==> src/rtl/io_timer.sv <==
// Memory-mapped timer/compare peripheral on LSU I/O page PAGE: prescaled counter,
// compare match with sticky W1C status, auto-reload or one-shot, and level interrupt.
module io_timer #(
    parameter logic [15:0] PAGE = 16'h1002,
    parameter int unsigned PS_W = 16
) (
    input  logic        i_clk,
    input  logic        i_reset_n,
    input  logic [31:0] i_lsu_addr,
    input  logic [31:0] i_st_data,
    input  logic        i_lsu_wren,
    input  logic [1:0]  i_lsu_op,
    input  logic        i_ld_un,
    output logic [31:0] o_ld_data,
    output logic        o_irq
);

    typedef enum logic [2:0] {
        REG_CTRL     = 3'd0,
        REG_PRESCALE = 3'd1,
        REG_COUNT    = 3'd2,
        REG_COMPARE  = 3'd3,
        REG_STATUS   = 3'd4
    } reg_e;

    logic [2:0]      ctrl;
    logic [PS_W-1:0] prescale;
    logic [31:0]     count;
    logic [31:0]     compare;
    logic            match;
    logic [PS_W-1:0] pc;

    logic        sel;
    logic        wr;
    logic        rd;
    reg_e        idx;
    logic [31:0] cur;
    logic [31:0] wdata;
    logic [3:0]  bmask;
    logic [31:0] m32;
    logic [31:0] merged;
    logic [31:0] ld_ext;
    logic [15:0] half;
    logic [7:0]  byte_v;
    logic        tick;
    logic        hit;
    logic        wr_ctrl, wr_ps, wr_count, wr_cmp, w1c;
    logic        unused_addr;

    assign sel = (i_lsu_addr[31:16] == PAGE);
    assign wr  = sel & i_lsu_wren;
    assign rd  = sel & ~i_lsu_wren;
    assign idx = reg_e'(i_lsu_addr[4:2]);
    assign unused_addr = ^i_lsu_addr[15:5];

    always_comb begin
        cur = '0;
        case (idx)
            REG_CTRL:     cur = {29'b0, ctrl};
            REG_PRESCALE: cur = 32'(prescale);
            REG_COUNT:    cur = count;
            REG_COMPARE:  cur = compare;
            REG_STATUS:   cur = {31'b0, match};
            default:      cur = '0;
        endcase
    end

    // Store data is replicated across lanes so the byte mask alone picks the target lane.
    always_comb begin
        wdata = i_st_data;
        bmask = 4'hF;
        if (i_lsu_op[1]) begin
            if (!i_lsu_op[0]) begin
                wdata = {2{i_st_data[15:0]}};
                bmask = i_lsu_addr[1] ? 4'b1100 : 4'b0011;
            end else begin
                wdata = {4{i_st_data[7:0]}};
                bmask = 4'b0001 << i_lsu_addr[1:0];
            end
        end
        m32    = {{8{bmask[3]}}, {8{bmask[2]}}, {8{bmask[1]}}, {8{bmask[0]}}};
        merged = (cur & ~m32) | (wdata & m32);
    end

    always_comb begin
        half   = i_lsu_addr[1] ? cur[31:16] : cur[15:0];
        byte_v = cur[7:0];
        case (i_lsu_addr[1:0])
            2'd0: byte_v = cur[7:0];
            2'd1: byte_v = cur[15:8];
            2'd2: byte_v = cur[23:16];
            2'd3: byte_v = cur[31:24];
            default: byte_v = cur[7:0];
        endcase
        if (!i_lsu_op[1])
            ld_ext = cur;
        else if (!i_lsu_op[0])
            ld_ext = {{16{half[15] & ~i_ld_un}}, half};
        else
            ld_ext = {{24{byte_v[7] & ~i_ld_un}}, byte_v};
    end

    assign wr_ctrl  = wr && (idx == REG_CTRL);
    assign wr_ps    = wr && (idx == REG_PRESCALE);
    assign wr_count = wr && (idx == REG_COUNT);
    assign wr_cmp   = wr && (idx == REG_COMPARE);
    assign w1c      = wr && (idx == REG_STATUS) && bmask[0] && wdata[0];

    assign tick = ctrl[0] && (pc == prescale);
    assign hit  = tick && (count == compare);

    always_ff @(posedge i_clk or negedge i_reset_n) begin
        if (!i_reset_n) begin
            ctrl      <= '0;
            prescale  <= '0;
            count     <= '0;
            compare   <= '0;
            match     <= 1'b0;
            pc        <= '0;
            o_ld_data <= '0;
        end else begin
            if (wr_ctrl || wr_ps || tick)
                pc <= '0;
            else if (ctrl[0])
                pc <= pc + 1'b1;

            // Software CTRL write overrides the one-shot auto-clear of EN.
            if (wr_ctrl)
                ctrl <= merged[2:0];
            else if (hit && !ctrl[1])
                ctrl[0] <= 1'b0;

            if (wr_ps)
                prescale <= merged[PS_W-1:0];

            if (wr_count)
                count <= merged;
            else if (tick) begin
                if (!hit)
                    count <= count + 1'b1;
                else if (ctrl[1])
                    count <= '0;
            end

            if (wr_cmp)
                compare <= merged;

            if (hit)
                match <= 1'b1;
            else if (w1c)
                match <= 1'b0;

            if (rd)
                o_ld_data <= ld_ext;
        end
    end

    assign o_irq = match & ctrl[2];

endmodule

==> config.mk <==
export PLATFORM = sky130hd
export DESIGN_NAME = io_timer
export DESIGN_NICKNAME = d
export VERILOG_FILES = /design/src/rtl/io_timer.sv
export SDC_FILE = /design/constraint.sdc
export NUM_CORES = 1
export LEC_CHECK = 0
export CELL_PAD_IN_SITES_DETAIL_PLACEMENT = 2
export CELL_PAD_IN_SITES_GLOBAL_PLACEMENT = 2
export CORE_ASPECT_RATIO = 1.75
export CORE_MARGIN = 2
export CORE_UTILIZATION = 34
export CTS_CLUSTER_DIAMETER = 50
export DETAILED_ROUTE_END_ITERATION = 10
export PLACE_DENSITY_LB_ADDON = 0.08
export SYNTH_ARGS = -nofsm -noshare
export SYNTH_HDL_FRONTEND = slang
export SYNTH_SLANG_ARGS = --single-unit
==> constraint.sdc <==
create_clock -name i_clk -period 3.4 [get_ports i_clk]
set_input_delay 0.68 -clock i_clk [delete_from_list [all_inputs] [get_ports i_clk]]
set_output_delay 0.68 -clock i_clk [all_outputs]
set_load 0.01 [all_outputs]
**Where the registers sit**

Other sequential cells in the stronger grey, the rest of the logic in the fainter grey.
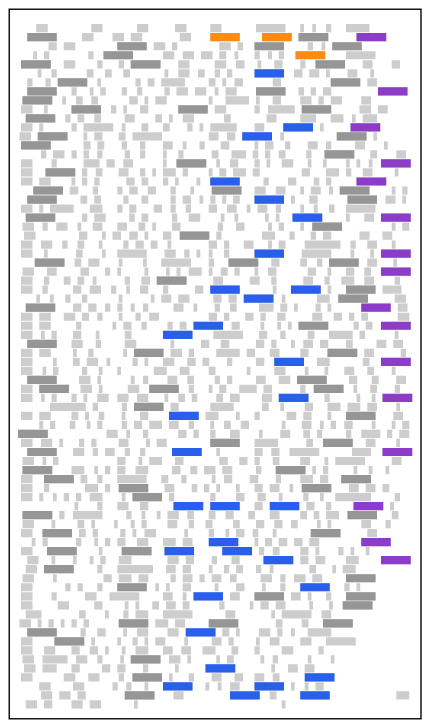
Blue stands for `count`, flops 32. Orange stands for `ctrl`, flops 3. Purple stands for `pc`, flops 16.

**Track usage over the die**

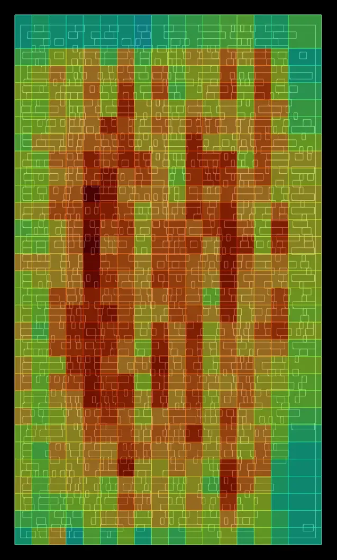
GR peak layer: met2
GR Layer Usage met2: 0.556
Routed WL per cell: 26.6 um

**Metal 2**

Cells faint in the background.
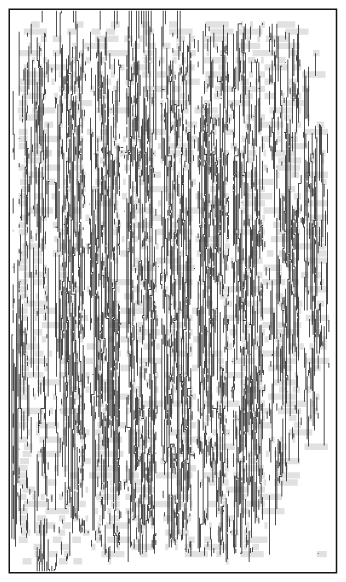
The layer carries 20.4 mm of wire. The longest straight run is 112 um. The wires run mostly vertical. 1,094 nets have wire on it. The layer holds 53% of the routed length.

**Metal 3**

Scale bar: 20 um.
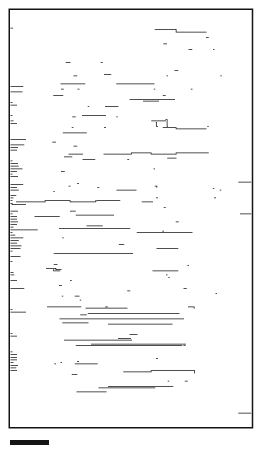
118 nets have wire on it. The wires run mostly horizontal. The layer carries 1,240 um of wire.

**Gate families picked out**

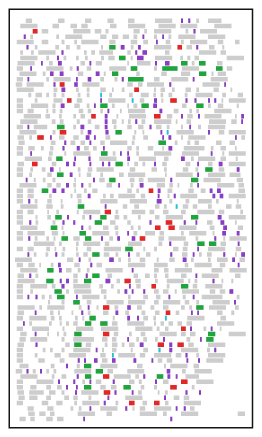
Purple stands for NAND gates, cells 234, where widely spread. Cyan stands for inverters, cells 7. Green stands for multiplexers, cells 59. Red stands for AND-OR and OR-AND gates, cells 31.

==> flow_metrics.tcl <==
# collected from the flow reports
set metrics [dict create \
    aoi_share 0.196 \
    areaGrowthSynthToFinish_pct 26.2 \
    dominant-cell-class "multi-input combinational cells" \
    status "finished clean" \
    synth_area_leader_cell "dfrtp_1" \
    placedCellCount 1407 \
    dieHeight_um 214 \
    met1_usage 0.323 \
    crit_type "in -> reg" \
    ys.flops 132 \
    syn_inst 1013 \
    syn-num-nets 1085 \
    crit_required_ps 3730 \
    endpoint "count[13]" \
    endpoint_kind "register" \
    fillers 2748 \
    finalInstanceArea_sq_um 10800 \
    comb_share 0.451 \
    htree_levels 4 \
    ys.flop_type "dfrtp_1" \
    worst_slew_pin_slew_ps 887 \
    critPathTopFamily "simple AND/OR/NAND/NOR gates" \
    most_common_cell "nand2_1" \
    num-nonclk-buffers 161 \
    clock_skew_ps 10.1 \
    holdWs_ps 221 \
    internal_power_mw 3.01 \
    edf_count 0 \
    topCellsByArea "dfrtp_1 (39%), nand2_1 (7.0%), o21ai_0 (6.4%), xor2_1 (4.5%), mux2_2 (4.1%)" \
]
